--- config.mk ---
export PLATFORM = sky130hd
export DESIGN_NAME = trap_ctrl_flat
export DESIGN_NICKNAME = d
export VERILOG_FILES = /design/src/rtl/trap_ctrl_if.sv /design/src/rtl/trap_ctrl.sv /design/src/flat_wrapper.sv
export SDC_FILE = /design/constraint.sdc
export NUM_CORES = 1
export LEC_CHECK = 0
export CAP_MARGIN = 20
export CORE_AREA = 2 2 170 172
export CTS_BUF_LIST = sky130_fd_sc_hd__clkbuf_8
export CTS_CLUSTER_DIAMETER = 80
export DETAILED_ROUTE_END_ITERATION = 10
export DIE_AREA = 0 0 172 174
export PLACE_DENSITY_LB_ADDON = 0.25
export SLEW_MARGIN = 20
export SYNTH_ARGS = -nofsm -noshare
export SYNTH_HDL_FRONTEND = slang
export SYNTH_SLANG_ARGS = --single-unit
--- constraint.sdc ---
create_clock -name clk_i -period 2.4 [get_ports clk_i]
set_input_delay 0.48 -clock clk_i [delete_from_list [all_inputs] [get_ports clk_i]]
set_output_delay 0.48 -clock clk_i [all_outputs]
set_load 0.05 [all_outputs]
--- src/rtl/trap_ctrl_if.sv ---
// Retiring-instruction / CSR-update bundle between the pipeline and the trap controller.
// The slave modport is the trap controller's view.
interface trap_ctrl_if;
  localparam int unsigned XLEN = 32;

  logic            valid_i;
  logic [XLEN-1:0] pc_i;
  logic [XLEN-1:0] inst_i;
  logic [XLEN-1:0] badaddr_i;
  logic            e_inst_misalign_i;
  logic            e_illegal_i;
  logic            e_ebreak_i;
  logic            e_ecall_i;
  logic            e_ld_misalign_i;
  logic            e_st_misalign_i;
  logic            is_mret_i;
  logic [XLEN-1:0] mstatus_i;
  logic [XLEN-1:0] mie_i;
  logic [XLEN-1:0] mepc_i;
  logic [XLEN-1:0] mcause_i;
  logic [XLEN-1:0] mtval_i;
  logic            ext_irq_i;
  logic            timer_irq_i;
  logic            sw_irq_i;

  logic            we_exc_o;
  logic            is_int_o;
  logic [XLEN-1:0] mcause_d_o;
  logic [XLEN-1:0] mepc_d_o;
  logic [XLEN-1:0] mtval_d_o;
  logic [XLEN-1:0] mstatus_d_o;
  logic [XLEN-1:0] mip_d_o;
  logic            sel_exc_nret_o;
  logic            stall_o;
  logic            flush_o;
  logic            redirect_o;

  modport slave (
    input  valid_i, pc_i, inst_i, badaddr_i,
           e_inst_misalign_i, e_illegal_i, e_ebreak_i, e_ecall_i,
           e_ld_misalign_i, e_st_misalign_i, is_mret_i,
           mstatus_i, mie_i, mepc_i, mcause_i, mtval_i,
           ext_irq_i, timer_irq_i, sw_irq_i,
    output we_exc_o, is_int_o, mcause_d_o, mepc_d_o, mtval_d_o,
           mstatus_d_o, mip_d_o, sel_exc_nret_o, stall_o, flush_o, redirect_o
  );

  modport master (
    output valid_i, pc_i, inst_i, badaddr_i,
           e_inst_misalign_i, e_illegal_i, e_ebreak_i, e_ecall_i,
           e_ld_misalign_i, e_st_misalign_i, is_mret_i,
           mstatus_i, mie_i, mepc_i, mcause_i, mtval_i,
           ext_irq_i, timer_irq_i, sw_irq_i,
    input  we_exc_o, is_int_o, mcause_d_o, mepc_d_o, mtval_d_o,
           mstatus_d_o, mip_d_o, sel_exc_nret_o, stall_o, flush_o, redirect_o
  );
endinterface

--- src/rtl/trap_ctrl.sv ---
// Machine-mode trap controller: prioritises exceptions / MRET / interrupts of the retiring
// instruction, then stalls, commits the CSR update bundle and redirects fetch.
module trap_ctrl #(
  parameter int unsigned SYNC_STAGES = 2
) (
  input logic        clk_i,
  input logic        rst_i,
  trap_ctrl_if.slave bus
);

  localparam int unsigned XLEN  = 32;
  localparam int unsigned NIRQ  = 3;
  localparam int unsigned NSYNC = (SYNC_STAGES < 2) ? 2 : SYNC_STAGES;

  localparam logic [XLEN-1:0] INT_FLAG            = XLEN'(32'h8000_0000);
  localparam logic [XLEN-1:0] CAUSE_INST_MISALIGN = XLEN'(0);
  localparam logic [XLEN-1:0] CAUSE_ILLEGAL       = XLEN'(2);
  localparam logic [XLEN-1:0] CAUSE_EBREAK        = XLEN'(3);
  localparam logic [XLEN-1:0] CAUSE_LD_MISALIGN   = XLEN'(4);
  localparam logic [XLEN-1:0] CAUSE_ST_MISALIGN   = XLEN'(6);
  localparam logic [XLEN-1:0] CAUSE_ECALL         = XLEN'(11);
  localparam logic [XLEN-1:0] CAUSE_MSI           = XLEN'(3);
  localparam logic [XLEN-1:0] CAUSE_MTI           = XLEN'(7);
  localparam logic [XLEN-1:0] CAUSE_MEI           = XLEN'(11);

  typedef enum logic [1:0] {
    S_IDLE     = 2'd0,
    S_COMMIT   = 2'd1,
    S_REDIRECT = 2'd2
  } state_e;

  state_e state_q, state_d;

  // irq synchronizer stages, each {ext, timer, sw}
  logic [NIRQ-1:0] sync_q [NSYNC];
  logic [NIRQ-1:0] sync_d [NSYNC];

  logic [NIRQ-1:0] irq_c;
  logic [XLEN-1:0] mip_c;
  logic [XLEN-1:0] irq_en_c;
  logic            exc_any_c;
  logic            irq_pend_c;
  logic            event_c;
  logic [XLEN-1:0] cause_c;
  logic [XLEN-1:0] epc_c;
  logic [XLEN-1:0] tval_c;
  logic [XLEN-1:0] status_c;
  logic            sel_c;
  logic            int_c;

  logic [XLEN-1:0] mcause_q,  mcause_d;
  logic [XLEN-1:0] mepc_q,    mepc_d;
  logic [XLEN-1:0] mtval_q,   mtval_d;
  logic [XLEN-1:0] mstatus_q, mstatus_d;
  logic            sel_q,      sel_d;
  logic            is_int_q,   is_int_d;
  logic            we_exc_q,   we_exc_d;
  logic            stall_q,    stall_d;
  logic            flush_q,    flush_d;
  logic            redirect_q, redirect_d;

  always_comb begin
    sync_d[0] = {bus.ext_irq_i, bus.timer_irq_i, bus.sw_irq_i};
    for (int i = 1; i < int'(NSYNC); i++) begin
      sync_d[i] = sync_q[i-1];
    end
  end

  // mip image of the synchronized lines: MEIP=11, MTIP=7, MSIP=3
  always_comb begin
    irq_c     = sync_q[NSYNC-1];
    mip_c     = '0;
    mip_c[11] = irq_c[2];
    mip_c[7]  = irq_c[1];
    mip_c[3]  = irq_c[0];
  end

  // Event classification and CSR data for the retiring instruction
  always_comb begin
    irq_en_c   = mip_c & bus.mie_i;
    exc_any_c  = bus.e_inst_misalign_i | bus.e_illegal_i | bus.e_ebreak_i |
                 bus.e_ecall_i | bus.e_ld_misalign_i | bus.e_st_misalign_i;
    irq_pend_c = bus.mstatus_i[3] && (|irq_en_c);
    event_c    = bus.valid_i && (exc_any_c || bus.is_mret_i || irq_pend_c);

    cause_c  = '0;
    epc_c    = bus.pc_i;
    tval_c   = '0;
    status_c = bus.mstatus_i;
    sel_c    = 1'b0;
    int_c    = 1'b0;

    if (exc_any_c) begin
      status_c[7]     = bus.mstatus_i[3];
      status_c[3]     = 1'b0;
      status_c[12:11] = 2'b11;
      if (bus.e_inst_misalign_i) begin
        cause_c = CAUSE_INST_MISALIGN;
        tval_c  = bus.badaddr_i;
      end else if (bus.e_illegal_i) begin
        cause_c = CAUSE_ILLEGAL;
        tval_c  = bus.inst_i;
      end else if (bus.e_ebreak_i) begin
        cause_c = CAUSE_EBREAK;
        tval_c  = bus.pc_i;
      end else if (bus.e_ecall_i) begin
        cause_c = CAUSE_ECALL;
      end else if (bus.e_ld_misalign_i) begin
        cause_c = CAUSE_LD_MISALIGN;
        tval_c  = bus.badaddr_i;
      end else begin
        cause_c = CAUSE_ST_MISALIGN;
        tval_c  = bus.badaddr_i;
      end
    end else if (bus.is_mret_i) begin
      cause_c         = bus.mcause_i;
      epc_c           = bus.mepc_i;
      tval_c          = bus.mtval_i;
      status_c[3]     = bus.mstatus_i[7];
      status_c[7]     = 1'b1;
      status_c[12:11] = 2'b11;
      sel_c           = 1'b1;
    end else begin
      int_c           = 1'b1;
      status_c[7]     = bus.mstatus_i[3];
      status_c[3]     = 1'b0;
      status_c[12:11] = 2'b11;
      if (irq_en_c[11]) begin
        cause_c = INT_FLAG | CAUSE_MEI;
      end else if (irq_en_c[3]) begin
        cause_c = INT_FLAG | CAUSE_MSI;
      end else begin
        cause_c = INT_FLAG | CAUSE_MTI;
      end
    end
  end

  // Next state, latched CSR bundle and registered strobes
  always_comb begin
    state_d   = state_q;
    mcause_d  = mcause_q;
    mepc_d    = mepc_q;
    mtval_d   = mtval_q;
    mstatus_d = mstatus_q;
    sel_d     = sel_q;
    is_int_d  = 1'b0;
    we_exc_d  = 1'b0;

    case (state_q)
      S_IDLE: begin
        if (event_c) begin
          state_d   = S_COMMIT;
          mcause_d  = cause_c;
          mepc_d    = epc_c;
          mtval_d   = tval_c;
          mstatus_d = status_c;
          sel_d     = sel_c;
          is_int_d  = int_c;
          we_exc_d  = 1'b1;
        end
      end
      S_COMMIT: begin
        state_d = S_REDIRECT;
      end
      S_REDIRECT: begin
        state_d   = S_IDLE;
        mcause_d  = '0;
        mepc_d    = '0;
        mtval_d   = '0;
        mstatus_d = '0;
        sel_d     = 1'b0;
      end
      default: begin
        state_d   = S_IDLE;
        mcause_d  = '0;
        mepc_d    = '0;
        mtval_d   = '0;
        mstatus_d = '0;
        sel_d     = 1'b0;
      end
    endcase

    redirect_d = (state_d == S_REDIRECT);
    flush_d    = (state_d == S_REDIRECT);
    stall_d    = (state_d != S_IDLE);
  end

  always_ff @(posedge clk_i) begin
    if (rst_i) begin
      state_q    <= S_IDLE;
      for (int i = 0; i < int'(NSYNC); i++) begin
        sync_q[i] <= '0;
      end
      mcause_q   <= '0;
      mepc_q     <= '0;
      mtval_q    <= '0;
      mstatus_q  <= '0;
      sel_q      <= 1'b0;
      is_int_q   <= 1'b0;
      we_exc_q   <= 1'b0;
      stall_q    <= 1'b0;
      flush_q    <= 1'b0;
      redirect_q <= 1'b0;
    end else begin
      state_q    <= state_d;
      for (int i = 0; i < int'(NSYNC); i++) begin
        sync_q[i] <= sync_d[i];
      end
      mcause_q   <= mcause_d;
      mepc_q     <= mepc_d;
      mtval_q    <= mtval_d;
      mstatus_q  <= mstatus_d;
      sel_q      <= sel_d;
      is_int_q   <= is_int_d;
      we_exc_q   <= we_exc_d;
      stall_q    <= stall_d;
      flush_q    <= flush_d;
      redirect_q <= redirect_d;
    end
  end

  assign bus.we_exc_o       = we_exc_q;
  assign bus.is_int_o       = is_int_q;
  assign bus.mcause_d_o     = mcause_q;
  assign bus.mepc_d_o       = mepc_q;
  assign bus.mtval_d_o      = mtval_q;
  assign bus.mstatus_d_o    = mstatus_q;
  assign bus.mip_d_o        = mip_c;
  assign bus.sel_exc_nret_o = sel_q;
  assign bus.stall_o        = stall_q;
  assign bus.flush_o        = flush_q;
  assign bus.redirect_o     = redirect_q;

endmodule

--- src/flat_wrapper.sv ---
// flat-port wrapper written by rule: the top's interface ports become plain ports
module trap_ctrl_flat 
#(
  parameter int unsigned SYNC_STAGES = 2
)
  (clk_i, rst_i, bus_valid_i, bus_pc_i, bus_inst_i, bus_badaddr_i, bus_e_inst_misalign_i, bus_e_illegal_i, bus_e_ebreak_i, bus_e_ecall_i, bus_e_ld_misalign_i, bus_e_st_misalign_i, bus_is_mret_i, bus_mstatus_i, bus_mie_i, bus_mepc_i, bus_mcause_i, bus_mtval_i, bus_ext_irq_i, bus_timer_irq_i, bus_sw_irq_i, bus_we_exc_o, bus_is_int_o, bus_mcause_d_o, bus_mepc_d_o, bus_mtval_d_o, bus_mstatus_d_o, bus_mip_d_o, bus_sel_exc_nret_o, bus_stall_o, bus_flush_o, bus_redirect_o);
  trap_ctrl_if bus_i ();
  input logic clk_i;
  input logic rst_i;
  input wire logic [$bits(bus_i.valid_i)-1:0] bus_valid_i;
  input wire logic [$bits(bus_i.pc_i)-1:0] bus_pc_i;
  input wire logic [$bits(bus_i.inst_i)-1:0] bus_inst_i;
  input wire logic [$bits(bus_i.badaddr_i)-1:0] bus_badaddr_i;
  input wire logic [$bits(bus_i.e_inst_misalign_i)-1:0] bus_e_inst_misalign_i;
  input wire logic [$bits(bus_i.e_illegal_i)-1:0] bus_e_illegal_i;
  input wire logic [$bits(bus_i.e_ebreak_i)-1:0] bus_e_ebreak_i;
  input wire logic [$bits(bus_i.e_ecall_i)-1:0] bus_e_ecall_i;
  input wire logic [$bits(bus_i.e_ld_misalign_i)-1:0] bus_e_ld_misalign_i;
  input wire logic [$bits(bus_i.e_st_misalign_i)-1:0] bus_e_st_misalign_i;
  input wire logic [$bits(bus_i.is_mret_i)-1:0] bus_is_mret_i;
  input wire logic [$bits(bus_i.mstatus_i)-1:0] bus_mstatus_i;
  input wire logic [$bits(bus_i.mie_i)-1:0] bus_mie_i;
  input wire logic [$bits(bus_i.mepc_i)-1:0] bus_mepc_i;
  input wire logic [$bits(bus_i.mcause_i)-1:0] bus_mcause_i;
  input wire logic [$bits(bus_i.mtval_i)-1:0] bus_mtval_i;
  input wire logic [$bits(bus_i.ext_irq_i)-1:0] bus_ext_irq_i;
  input wire logic [$bits(bus_i.timer_irq_i)-1:0] bus_timer_irq_i;
  input wire logic [$bits(bus_i.sw_irq_i)-1:0] bus_sw_irq_i;
  output wire logic [$bits(bus_i.we_exc_o)-1:0] bus_we_exc_o;
  output wire logic [$bits(bus_i.is_int_o)-1:0] bus_is_int_o;
  output wire logic [$bits(bus_i.mcause_d_o)-1:0] bus_mcause_d_o;
  output wire logic [$bits(bus_i.mepc_d_o)-1:0] bus_mepc_d_o;
  output wire logic [$bits(bus_i.mtval_d_o)-1:0] bus_mtval_d_o;
  output wire logic [$bits(bus_i.mstatus_d_o)-1:0] bus_mstatus_d_o;
  output wire logic [$bits(bus_i.mip_d_o)-1:0] bus_mip_d_o;
  output wire logic [$bits(bus_i.sel_exc_nret_o)-1:0] bus_sel_exc_nret_o;
  output wire logic [$bits(bus_i.stall_o)-1:0] bus_stall_o;
  output wire logic [$bits(bus_i.flush_o)-1:0] bus_flush_o;
  output wire logic [$bits(bus_i.redirect_o)-1:0] bus_redirect_o;
  assign bus_i.valid_i = bus_valid_i;
  assign bus_i.pc_i = bus_pc_i;
  assign bus_i.inst_i = bus_inst_i;
  assign bus_i.badaddr_i = bus_badaddr_i;
  assign bus_i.e_inst_misalign_i = bus_e_inst_misalign_i;
  assign bus_i.e_illegal_i = bus_e_illegal_i;
  assign bus_i.e_ebreak_i = bus_e_ebreak_i;
  assign bus_i.e_ecall_i = bus_e_ecall_i;
  assign bus_i.e_ld_misalign_i = bus_e_ld_misalign_i;
  assign bus_i.e_st_misalign_i = bus_e_st_misalign_i;
  assign bus_i.is_mret_i = bus_is_mret_i;
  assign bus_i.mstatus_i = bus_mstatus_i;
  assign bus_i.mie_i = bus_mie_i;
  assign bus_i.mepc_i = bus_mepc_i;
  assign bus_i.mcause_i = bus_mcause_i;
  assign bus_i.mtval_i = bus_mtval_i;
  assign bus_i.ext_irq_i = bus_ext_irq_i;
  assign bus_i.timer_irq_i = bus_timer_irq_i;
  assign bus_i.sw_irq_i = bus_sw_irq_i;
  assign bus_we_exc_o = bus_i.we_exc_o;
  assign bus_is_int_o = bus_i.is_int_o;
  assign bus_mcause_d_o = bus_i.mcause_d_o;
  assign bus_mepc_d_o = bus_i.mepc_d_o;
  assign bus_mtval_d_o = bus_i.mtval_d_o;
  assign bus_mstatus_d_o = bus_i.mstatus_d_o;
  assign bus_mip_d_o = bus_i.mip_d_o;
  assign bus_sel_exc_nret_o = bus_i.sel_exc_nret_o;
  assign bus_stall_o = bus_i.stall_o;
  assign bus_flush_o = bus_i.flush_o;
  assign bus_redirect_o = bus_i.redirect_o;
  trap_ctrl #(.SYNC_STAGES(SYNC_STAGES)) u_core (.clk_i(clk_i), .rst_i(rst_i), .bus(bus_i));
endmodule
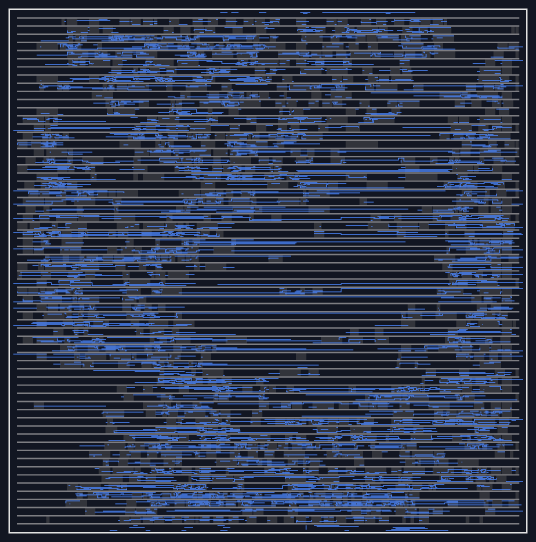
Fig. 1. M1 wires.
(3 px per µm) Supply wires on this layer in grey.
share of all routed wire: 44%
nets with wire on the layer: 1196
main direction: horizontal

==> results.cfg <==
; implementation run metrics
[yosys]
top_area_cell_type_share_of_the_netlist_area_pct = 40.8
yosysMostFrequentCell = dfxtp_1
yosys-top-cells-area = dfxtp_1, nor2b_1, o21ai_0
ys_warn_count = 0
synth_flop_count = 139
xor_area_share_pct = 0
logic_family = AND-OR/OR-AND gates
yosys_area_um2 = 6820
async_flop_share_pct = 0
synth_cells = 784
synth_area_leader_cell = dfxtp_1
yosysSeqAreaShare_pct = 40.8
synth.top_cells.by_count = dfxtp_1, o21ai_0, nand2_1
postSynth.topFlopCell = dfxtp_1
syn-cell-area_um2 = 6820
edf_count = 0
cell_total_in_the_yosys_stat_output = 784
yosys.cell_types.count = 51
aoi_share_pct = 27.2

[route]
drt_first_iter_violations = 443
met3_length_um = 2020
vias_per_cell = 4.77
drt-met1-wl_um = 13600
drt.antenna.violating_nets = 0
route.detailed.wl_per_inst_um = 20.2
dr_total_vias = 7352
drc = 0

[power]
total_power_mw = 6.30
clock_net_power_mw = 1.97
cellLeakagePower_nw = 4.23
power.clock.fraction_pct = 31.2
internal_pwr_total_mw = 4.18
power_density_nw_per_um2 = 544
power_combinational_mw = 1.83
p_sw_mw = 2.12
power.sequential.total_mw = 2.50
seqPwrFrac_pct = 39.6

[final_layout]
antenna_cells = 2
stdcell_area_um2 = 11600
n_multi_input_combinational_cell = 556
area_dominant_class = buffers
post_route_cells_drive_above_1_share_pct = 10.6
layout.sequential_cells = 139
post_layout_nonfiller_instances = 1541
filler_cell_count = 2862
buffer_area_share_pct = 37.5
sh_comb_area_pct = 30.7
nNetsFinal = 1412
mi_logic_area_um2 = 3550
regArea_um2 = 2780
final_core_utilization_pct = 41.0

[sta]
fin_crit_ps = 2150
worst_slew_margin_rel_pct = 56.8
finalSetupViolCount = 0
timing.fmax_mhz = 464
fin_worst_skew_ps = 12.2
hold_viol_final = 0
rsz0062_at_grt = no
final.hold.worst_slack_ps = 417
tightestPinTransition_ps = 649
fin_setup_tns_ps = 0
final_critical_path_setup_slack_ps = 247
post-route-period-util_pct = 89.7

[global_routing]
grt_antenna_before_repair = 3
first_pass_grt_wire_length_um = 45300
grt_util_met1_pct = 26.2
via_count_of_the_first_global_routing_pass = 7183
globalRoute.totalOverflow = 0
grt_busiest_layer = met2
grt_start_max_net_pins = 56
grt_util_all_layers_pct = 20.2

[clock_tree]
cts_hold_repair.buffers = 0
cts_made_buffers = 17
cts_tree = done
clock_sinks = 139
ctsHtreeMaxLevel = 4
number_of_buffers_between_clock_root_and_the_deepest_sink = 2
cts_root_buf = clkbuf_8
cts.repair_timing.setup_buffer_count = 0
cts.reportedPaths.clkPinSlew_ps = 80

[critical_path]
timing.rr.end = u_core.bus.mtval_d_o[26]
timing_worst_setup_path_type = reg -> out
r2r-start = u_core.sync_q[0][3]
cell_by_cell_trace_of_the_critical_path = clkdlybuf4s50_1
critical_path.startpoint_type = register
reg2regPathDepth = 7
critical_path.slowest_cell = clkdlybuf4s50_1
critical_path_buf_inv_count = 1
cp_slowest_stage_delay_ps = 830
critPathMaxFanout = 2
cp.depth = 1
crit_path_end = bus_mtval_d_o[2]
cp_data_arrival_time_ps = 1670
timing.critical_path.max_delay_family = buffers and inverters

[outcome]
outcome = completed

[die]
dieWidth_um = 172
floorplan.io_pins = 435
chipHeight_um = 174
tap-cell-count = 384
fp_util_pct = 24.1
floorplan.die_area_um2 = 29900
placementRows = 62

[placement]
port_buffers = 374
dpl.cell_count = 1508
dp_hpwl_um = 22900
gp_congestion = 0.862
placement.cell_area_um2 = 11200
worst_slack_at_placement_ps = -88.7

[min_path]
capture_endpoint_of_the_worst_hold_path = u_core.bus.mtval_d_o[19]
min-delay-start = rst_i

[run]
drv.max_cap_violation_count = 0
warnings = 57
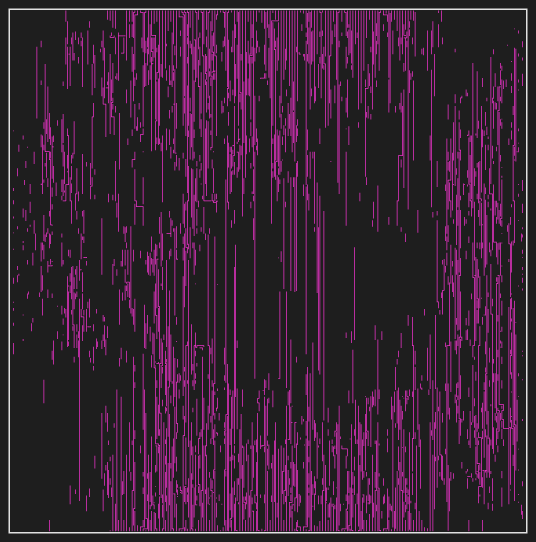
Fig. 2. Signal wires on met2.
(3 px per µm)
longest straight run: 75.5 µm
main direction: vertical
share of all routed wire: 48%
global-route track usage on met2: 33.7%
aggregate routed wire length: 31200 µm

[cell usage in the layout, fill, tap and decap left out, types with 5 or more instances in the layout]
master,netlist,layout
buf_4,36,35
clkdlybuf4s50_1,0,368
o21ai_0,70,70
a21oi_1,58,57
mux2i_1,10,10
conb_1,1,29
mux2_2,19,19
a22o_1,28,28
nand4_1,28,28
buf_12,0,19
o21ai_1,18,18
nor2b_1,58,56
a22oi_1,33,33
clkbuf_8,0,18
o2bb2ai_1,11,11
nand3_1,48,48
a21o_1,8,8
nand2_1,60,60
a311oi_1,7,7
nor2_1,5,5
a211oi_1,7,7
dfxtp_1,139,139
a32o_1,25,25
[tightest hold or removal path, stage by stage]
cell and delay, ps:
buf_2 90, buf_4 180, a311oi_1 60
